===== config.mk =====
export PLATFORM = sky130hd
export DESIGN_NAME = div_uint_seq_flat
export DESIGN_NICKNAME = d
export VERILOG_FILES = /design/src/rtl/div_uint_seq_if.sv /design/src/rtl/div_uint_seq.sv /design/src/flat_wrapper.sv
export SDC_FILE = /design/constraint.sdc
export NUM_CORES = 1
export LEC_CHECK = 0
export ABC_AREA = 1
export CELL_PAD_IN_SITES_DETAIL_PLACEMENT = 0
export CELL_PAD_IN_SITES_GLOBAL_PLACEMENT = 1
export CORE_ASPECT_RATIO = 0.75
export CORE_MARGIN = 2
export CORE_UTILIZATION = 35
export CTS_BUF_LIST = sky130_fd_sc_hd__clkbuf_8
export CTS_CLUSTER_DIAMETER = 100
export DETAILED_ROUTE_END_ITERATION = 7
export PLACE_DENSITY = 0.71
export SLEW_MARGIN = 15
export SYNTH_ARGS = -nofsm -noshare
export SYNTH_HDL_FRONTEND = slang
export SYNTH_SLANG_ARGS = --single-unit

===== constraint.sdc =====
create_clock -name clk -period 1.3 [get_ports clk]
set_input_delay 0.195 -clock clk [delete_from_list [all_inputs] [get_ports clk]]
set_output_delay 0.195 -clock clk [all_outputs]
set_load 0.02 [all_outputs]

===== src/rtl/div_uint_seq_if.sv =====
// Valid/ready handshake bundle for the sequential unsigned divider:
// operand channel (in_*, A, B) and result channel (out_*, Q, R, div_by_zero).
interface div_uint_seq_if #(
  parameter int WIDTH = 4
);
  logic             in_valid;
  logic             in_ready;
  logic [WIDTH-1:0] A;
  logic [WIDTH-1:0] B;
  logic             out_valid;
  logic             out_ready;
  logic [WIDTH-1:0] Q;
  logic [WIDTH-1:0] R;
  logic             div_by_zero;

  // Requester side: supplies operands and consumes results.
  modport master (
    output in_valid, A, B, out_ready,
    input  in_ready, out_valid, Q, R, div_by_zero
  );

  // Divider side.
  modport slave (
    input  in_valid, A, B, out_ready,
    output in_ready, out_valid, Q, R, div_by_zero
  );
endinterface


===== src/rtl/div_uint_seq.sv =====
// Sequential unsigned restoring divider: one quotient bit per clock, MSB first,
// with valid/ready handshakes on operands and results.
module div_uint_seq #(
  parameter int WIDTH = 4
) (
  input  logic           clk,
  input  logic           rst,
  div_uint_seq_if.slave  bus
);

  localparam int CW = (WIDTH > 2) ? $clog2(WIDTH) : 1;
  localparam logic [CW-1:0] LAST = CW'(WIDTH - 1);

  typedef enum logic [1:0] {
    IDLE,
    RUN,
    DONE
  } state_t;

  state_t           state;
  logic [CW-1:0]    cnt;
  // Dividend shifts out of the top while quotient bits shift into the bottom,
  // so after WIDTH iterations this register holds the quotient.
  logic [WIDTH-1:0] a_sh;
  logic [WIDTH-1:0] b_reg;
  logic [WIDTH-1:0] rem;

  logic [WIDTH:0]   rem_shift;
  logic             qbit;
  logic [WIDTH-1:0] rem_next;
  logic [WIDTH-1:0] a_next;

  // One restoring step. A successful subtraction always leaves a value below
  // B, so the difference fits in WIDTH bits and the extra bit is only needed
  // for the comparison.
  always_comb begin
    rem_shift = {rem, a_sh[WIDTH-1]};
    qbit      = (rem_shift >= {1'b0, b_reg});
    rem_next  = qbit ? (rem_shift[WIDTH-1:0] - b_reg) : rem_shift[WIDTH-1:0];
    a_next    = {a_sh[WIDTH-2:0], qbit};
  end

  // NOTE: state and registered outputs use non-blocking assignments so every
  // register samples pre-edge values; blocking here would create order races.
  always_ff @(posedge clk or posedge rst) begin
    if (rst) begin
      state           <= IDLE;
      cnt             <= '0;
      a_sh            <= '0;
      b_reg           <= '0;
      rem             <= '0;
      bus.in_ready    <= 1'b1;
      bus.out_valid   <= 1'b0;
      bus.Q           <= '0;
      bus.R           <= '0;
      bus.div_by_zero <= 1'b0;
    end else begin
      case (state)
        IDLE: begin
          if (bus.in_valid) begin
            a_sh         <= bus.A;
            b_reg        <= bus.B;
            rem          <= '0;
            cnt          <= '0;
            bus.in_ready <= 1'b0;
            state        <= RUN;
          end
        end

        RUN: begin
          a_sh <= a_next;
          rem  <= rem_next;
          cnt  <= cnt + 1'b1;
          // Results are published only here, so Q/R stay at the previous
          // answer throughout RUN.
          if (cnt == LAST) begin
            bus.Q           <= a_next;
            bus.R           <= rem_next;
            bus.div_by_zero <= (b_reg == '0);
            bus.out_valid   <= 1'b1;
            state           <= DONE;
          end
        end

        DONE: begin
          if (bus.out_ready) begin
            bus.out_valid <= 1'b0;
            bus.in_ready  <= 1'b1;
            state         <= IDLE;
          end
        end

        default: begin
          bus.out_valid <= 1'b0;
          bus.in_ready  <= 1'b1;
          state         <= IDLE;
        end
      endcase
    end
  end

endmodule

===== src/flat_wrapper.sv =====
// flat-port wrapper written by rule: the top's interface ports become plain ports
module div_uint_seq_flat 
#(
  parameter int WIDTH = 4
)
  (clk, rst, bus_in_valid, bus_A, bus_B, bus_out_ready, bus_in_ready, bus_out_valid, bus_Q, bus_R, bus_div_by_zero);
  div_uint_seq_if #(.WIDTH(WIDTH)) bus_i ();
  input  logic clk;
  input  logic rst;
  input wire logic [$bits(bus_i.in_valid)-1:0] bus_in_valid;
  input wire logic [$bits(bus_i.A)-1:0] bus_A;
  input wire logic [$bits(bus_i.B)-1:0] bus_B;
  input wire logic [$bits(bus_i.out_ready)-1:0] bus_out_ready;
  output wire logic [$bits(bus_i.in_ready)-1:0] bus_in_ready;
  output wire logic [$bits(bus_i.out_valid)-1:0] bus_out_valid;
  output wire logic [$bits(bus_i.Q)-1:0] bus_Q;
  output wire logic [$bits(bus_i.R)-1:0] bus_R;
  output wire logic [$bits(bus_i.div_by_zero)-1:0] bus_div_by_zero;
  assign bus_i.in_valid = bus_in_valid;
  assign bus_i.A = bus_A;
  assign bus_i.B = bus_B;
  assign bus_i.out_ready = bus_out_ready;
  assign bus_in_ready = bus_i.in_ready;
  assign bus_out_valid = bus_i.out_valid;
  assign bus_Q = bus_i.Q;
  assign bus_R = bus_i.R;
  assign bus_div_by_zero = bus_i.div_by_zero;
  div_uint_seq #(.WIDTH(WIDTH)) u_core (.clk(clk), .rst(rst), .bus(bus_i));
endmodule

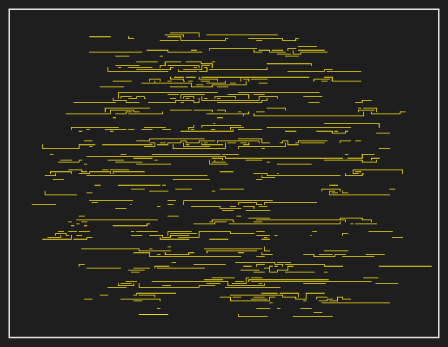
*Met1 routing, run 1*
The longest straight run is 24.4 µm. 190 nets have wire on it. The layer carries 1610 µm of wire.

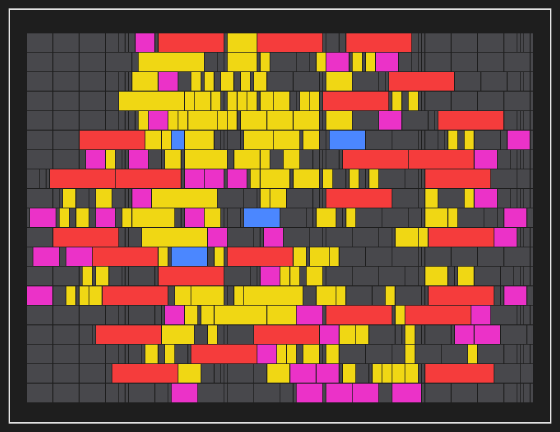
*Placed cells, one color a class, run 1*
Fill, decap, tap and diode cells in gray.
remaining logic cells: in yellow, cells 123, share of their area 43%. clock drivers and dummy loads: in blue, cells 4, share of their area 2.4%. remaining buffers and delay cells: in magenta, cells 41, share of their area 18%. registers: in red, cells 27, share of their area 36%.
final core utilization: 53.7%
Seq/total area: 34.4%

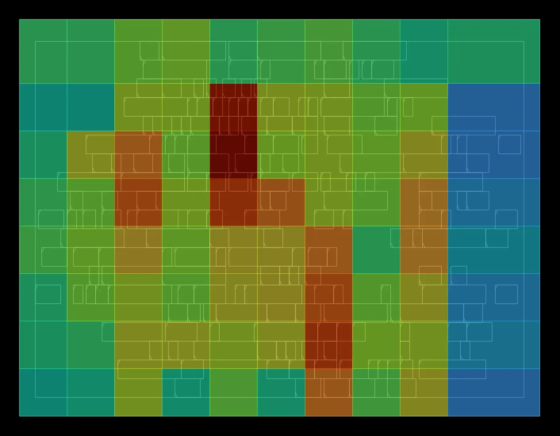
*Routing congestion, run 1*
met2 track demand over resource: 25.1%
met1 global-route usage: 23.3%
wire length per cell: 12.7 µm
Global Route Usage Sum: 16.3%

-- run 1: synthesized netlist by cell type, types with 2 or more instances --
cell type,count,area share [%]
a21oi_1,6,2.2
dfrtp_1,26,49
ha_1,5,4.7
inv_1,21,5.9
inv_2,4,1.1
nand2_1,37,10
nand2_2,2,0.93
nand3_1,13,4.9
nand4_1,2,0.93
nor2_1,10,2.8
nor3_1,2,0.75
o211ai_1,2,1.1
o21ai_0,6,2.2
o21ai_2,4,2.6
-- run 1: placed cells by master (no fill, tap or decap) --
cell type        instances
clkdlybuf4s15_2          1
a21oi_4                  1
inv_1                   15
clkbuf_8                 3
nand3_1                  4
dfrtp_1                 26
nand2_2                  7
dfstp_2                  1
nand3_2                  9
inv_2                    7
o21ai_0                  6
nand4_1                  2
fa_2                     1
xnor2_2                  1
nor3_1                   2
nor2_2                   1
nand2_4                  5
nor2_4                   2
a211oi_1                 1
o21ai_2                  4
buf_4                   19
clkinv_2                 1
o22ai_1                  1
a211oi_2                 1
a21oi_1                  5
inv_4                    3
a22o_1                   1
clkdlybuf4s50_1         11
o211ai_1                 2
nor2_1                   8
ha_4                     4
nor2_8                   1
nand2_1                 28
ha_1                     1
dlygate4sd2_1           10
-- run 1: worst paths after layout --
check / startpoint / endpoint / slack, ns / cells past startpoint
worst max-delay path: u_core.a_sh[3] / u_core.rem[1] / -0.14 / 8
worst min-delay path: rst / u_core.bus.out_valid / 0.23 / 3
worst max register to register: u_core.a_sh[3] / u_core.rem[1] / -0.14 / 8
worst min register to register: u_core.bus.R[2] / u_core.bus.R[2] / 0.47 / 2
max in group asynchronous: rst / u_core.rem[0] / 0.84 / 3
min in group clk: u_core.bus.R[2] / u_core.bus.R[2] / 0.47 / 2
==> impl_metrics.toml, run 1 <==
# synthesis and place-and-route metrics
[synthesis]
yosys.cell_types.count = 26
yosysWarnings = 0
ys_sh_simple_pct = 23.4
ys_sh_xor_pct = 0.654
edf_count = 0

[floorplan]
core_um2 = 3660
fp_util_pct = 36.6
pin_count = 23

[layout]
layout.area.seq_um2 = 677
area_delta_synth_final_pct = 46.7
fin_nets = 214
fin_cells = 247
fillers = 346
drive_above_1_share_pct = 36.9
nonClkBufAreaFrac_pct = 17.9
ff_count = 27
comb_share_pct = 36.9
clkbuf_count = 3
comb_cells = 98

[timing]
worstMarginPinSlew_ns = 0.234
final-setup-viol-count = 10
setup_slack_ns = -0.143
tns_ns = -0.939

[pwr]
ir_drop_uv = 1300
pwr.group.clock_mw = 0.479
intPower_mw = 3.08
power_frac_seq_pct = 26.2
clkPwrFrac_pct = 8.4

[min_path]
worstHoldPathType = "in2async"

[grt]
gr-total-overflow = 0
grt_max_degree = 18

[place]
place.gp.congestion = 0.839

[route]
routed_wl_um = 3140

[clocking]
cts_resized = 37
cts_tree = "built"

[critical_path]
critical_path_arrival_ns = 1.66

[status]
violations = "negative setup slack"
status = "finished with violations"
### Port wiring, run 1

The bar under the picture is 20 µm long.
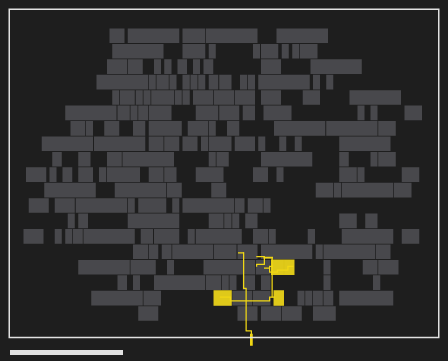

==> inputs of run 2 (changes only) <==
==> constraint.sdc (replaced) <==
create_clock -name clk -period 1.3 [get_ports clk]
set_input_delay 0.26 -clock clk [delete_from_list [all_inputs] [get_ports clk]]
set_output_delay 0.26 -clock clk [all_outputs]
set_load 0.02 [all_outputs]
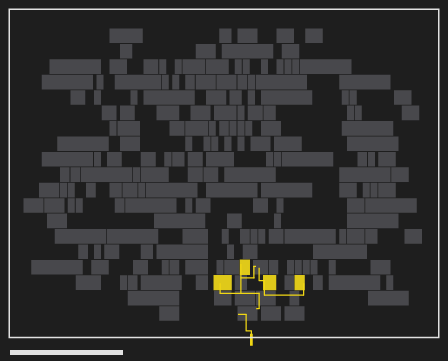
*Port wiring, run 2*
The bar under the picture is 20 µm long.
`bus_in_valid`: in yellow, direction input, end cells 4, buffers 2, wire 41.7 µm.

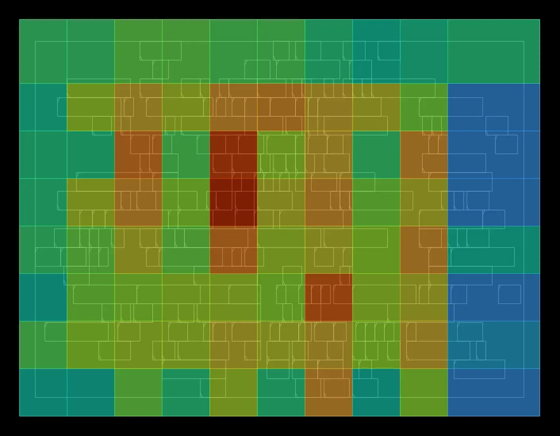
*Routing congestion, run 2*
met2 track demand over resource: 19.8%
wire length per cell: 12.2 µm
final core utilization: 53.3%

==> impl_metrics.toml, run 2 <==
# synthesis and place-and-route metrics
[status]
violations = "negative setup slack"
status = "finished with violations"

[floorplan]
fp_util_pct = 36.6

[critical_path]
reg2reg_to = "u_core.rem[1]"
critical_path_arrival_ns = 1.61
rr_worst_depth = 7

[synthesis]
ys_sh_simple_pct = 23.4
yosysWarnings = 0
yosys.cell_types.count = 26
ys_sh_xor_pct = 0.654
top_cell_area_share_pct = 48.6
common_cells = "37 x nand2_1, 26 x dfrtp_1, 21 x inv_1"
area_leaders = "dfrtp_1 49%, nand2_1 10%, inv_1 5.9%, nand3_1 4.9%, ha_1 4.7%"

[clocking]
cts_tree = "built"

[grt]
gr-usage-all-layers_pct = 14.3
gr-total-overflow = 0

[layout]
layout_top_cells_excl_fill_tap = "29 x nand2_1, 26 x dfrtp_1, 17 x buf_4"
drive_above_1_share_pct = 36.1
area_delta_synth_final_pct = 45.7

[timing]
setup_slack_ns = -0.144
final-setup-viol-count = 10

[place]
place.gp.congestion = 0.823
run 2: metrics by stage:
step / hold slack, ns / TNS (ns)
2_1_floorplan: 0.312 / -0.498
3_3_place_gp: 0.461 / -1.66
4_1_cts: 0.313 / -1.20
6_report: 0.306 / -1.05
5_1_grt: 0.320 / -1.64
3_5_place_dp: 0.468 / -1.90
run 2: cells by family (layout without fill, tap and decap cells):
family          count (synthesis)  after routing
xor+xnor                        1              1
simple gates                   69             69
buf+inv                        27             69
flops                          27             27
fa+ha+maj                       6              6
compound gates                 22             22
run 2: worst max-delay path by stage:
stage | depth (start not counted) | start | slack, ns | to
finish | 7 | u_core.b_reg[0] | -0.14 | u_core.rem[1]
floorplan | 8 | u_core.a_sh[3] | -0.07 | u_core.rem[1]
global placement | 8 | u_core.a_sh[3] | -0.17 | u_core.bus.R[2]
global route | 8 | u_core.a_sh[3] | -0.20 | u_core.bus.R[2]
detailed placement | 8 | u_core.a_sh[3] | -0.16 | u_core.rem[2]
CTS | 7 | u_core.rem[0] | -0.15 | u_core.a_sh[0]
run 2: final cells by class:
cell class	count	area, µm²
clock buffers	3	41.3
clock inverters	1	7.51
flip-flops and latches	27	677
well taps	52	65.1
fillers	362	1710
multi-input cells	98	712
inverters	25	98.8
repair buffers	40	350
run 2: per-layer routing:
layer | routed length (µm) | track usage (%)
met3 | 107 | 4.24
met2 | 1330 | 19.8
met4 | 19 | 2.26
met1 | 1540 | 22.5
met5 | 0 | 0
run 2: report_power, final:
part	leakage, nW	internal [mW]	switching (mW)
registers	0.327	1.24	0.237
logic	0.634	1.55	2.07
clock network	0.0217	0.217	0.258
total	0.983	3.01	2.57
run 2: repair_timing:
item,in CTS,in global routing
hold endpoints to repair,0,0
buffers inserted,1,2
gates resized,23,24
setup endpoints to repair,21,14
pin swaps,10,14
Power figures rest on the tool's default switching activity, not on a simulated workload.
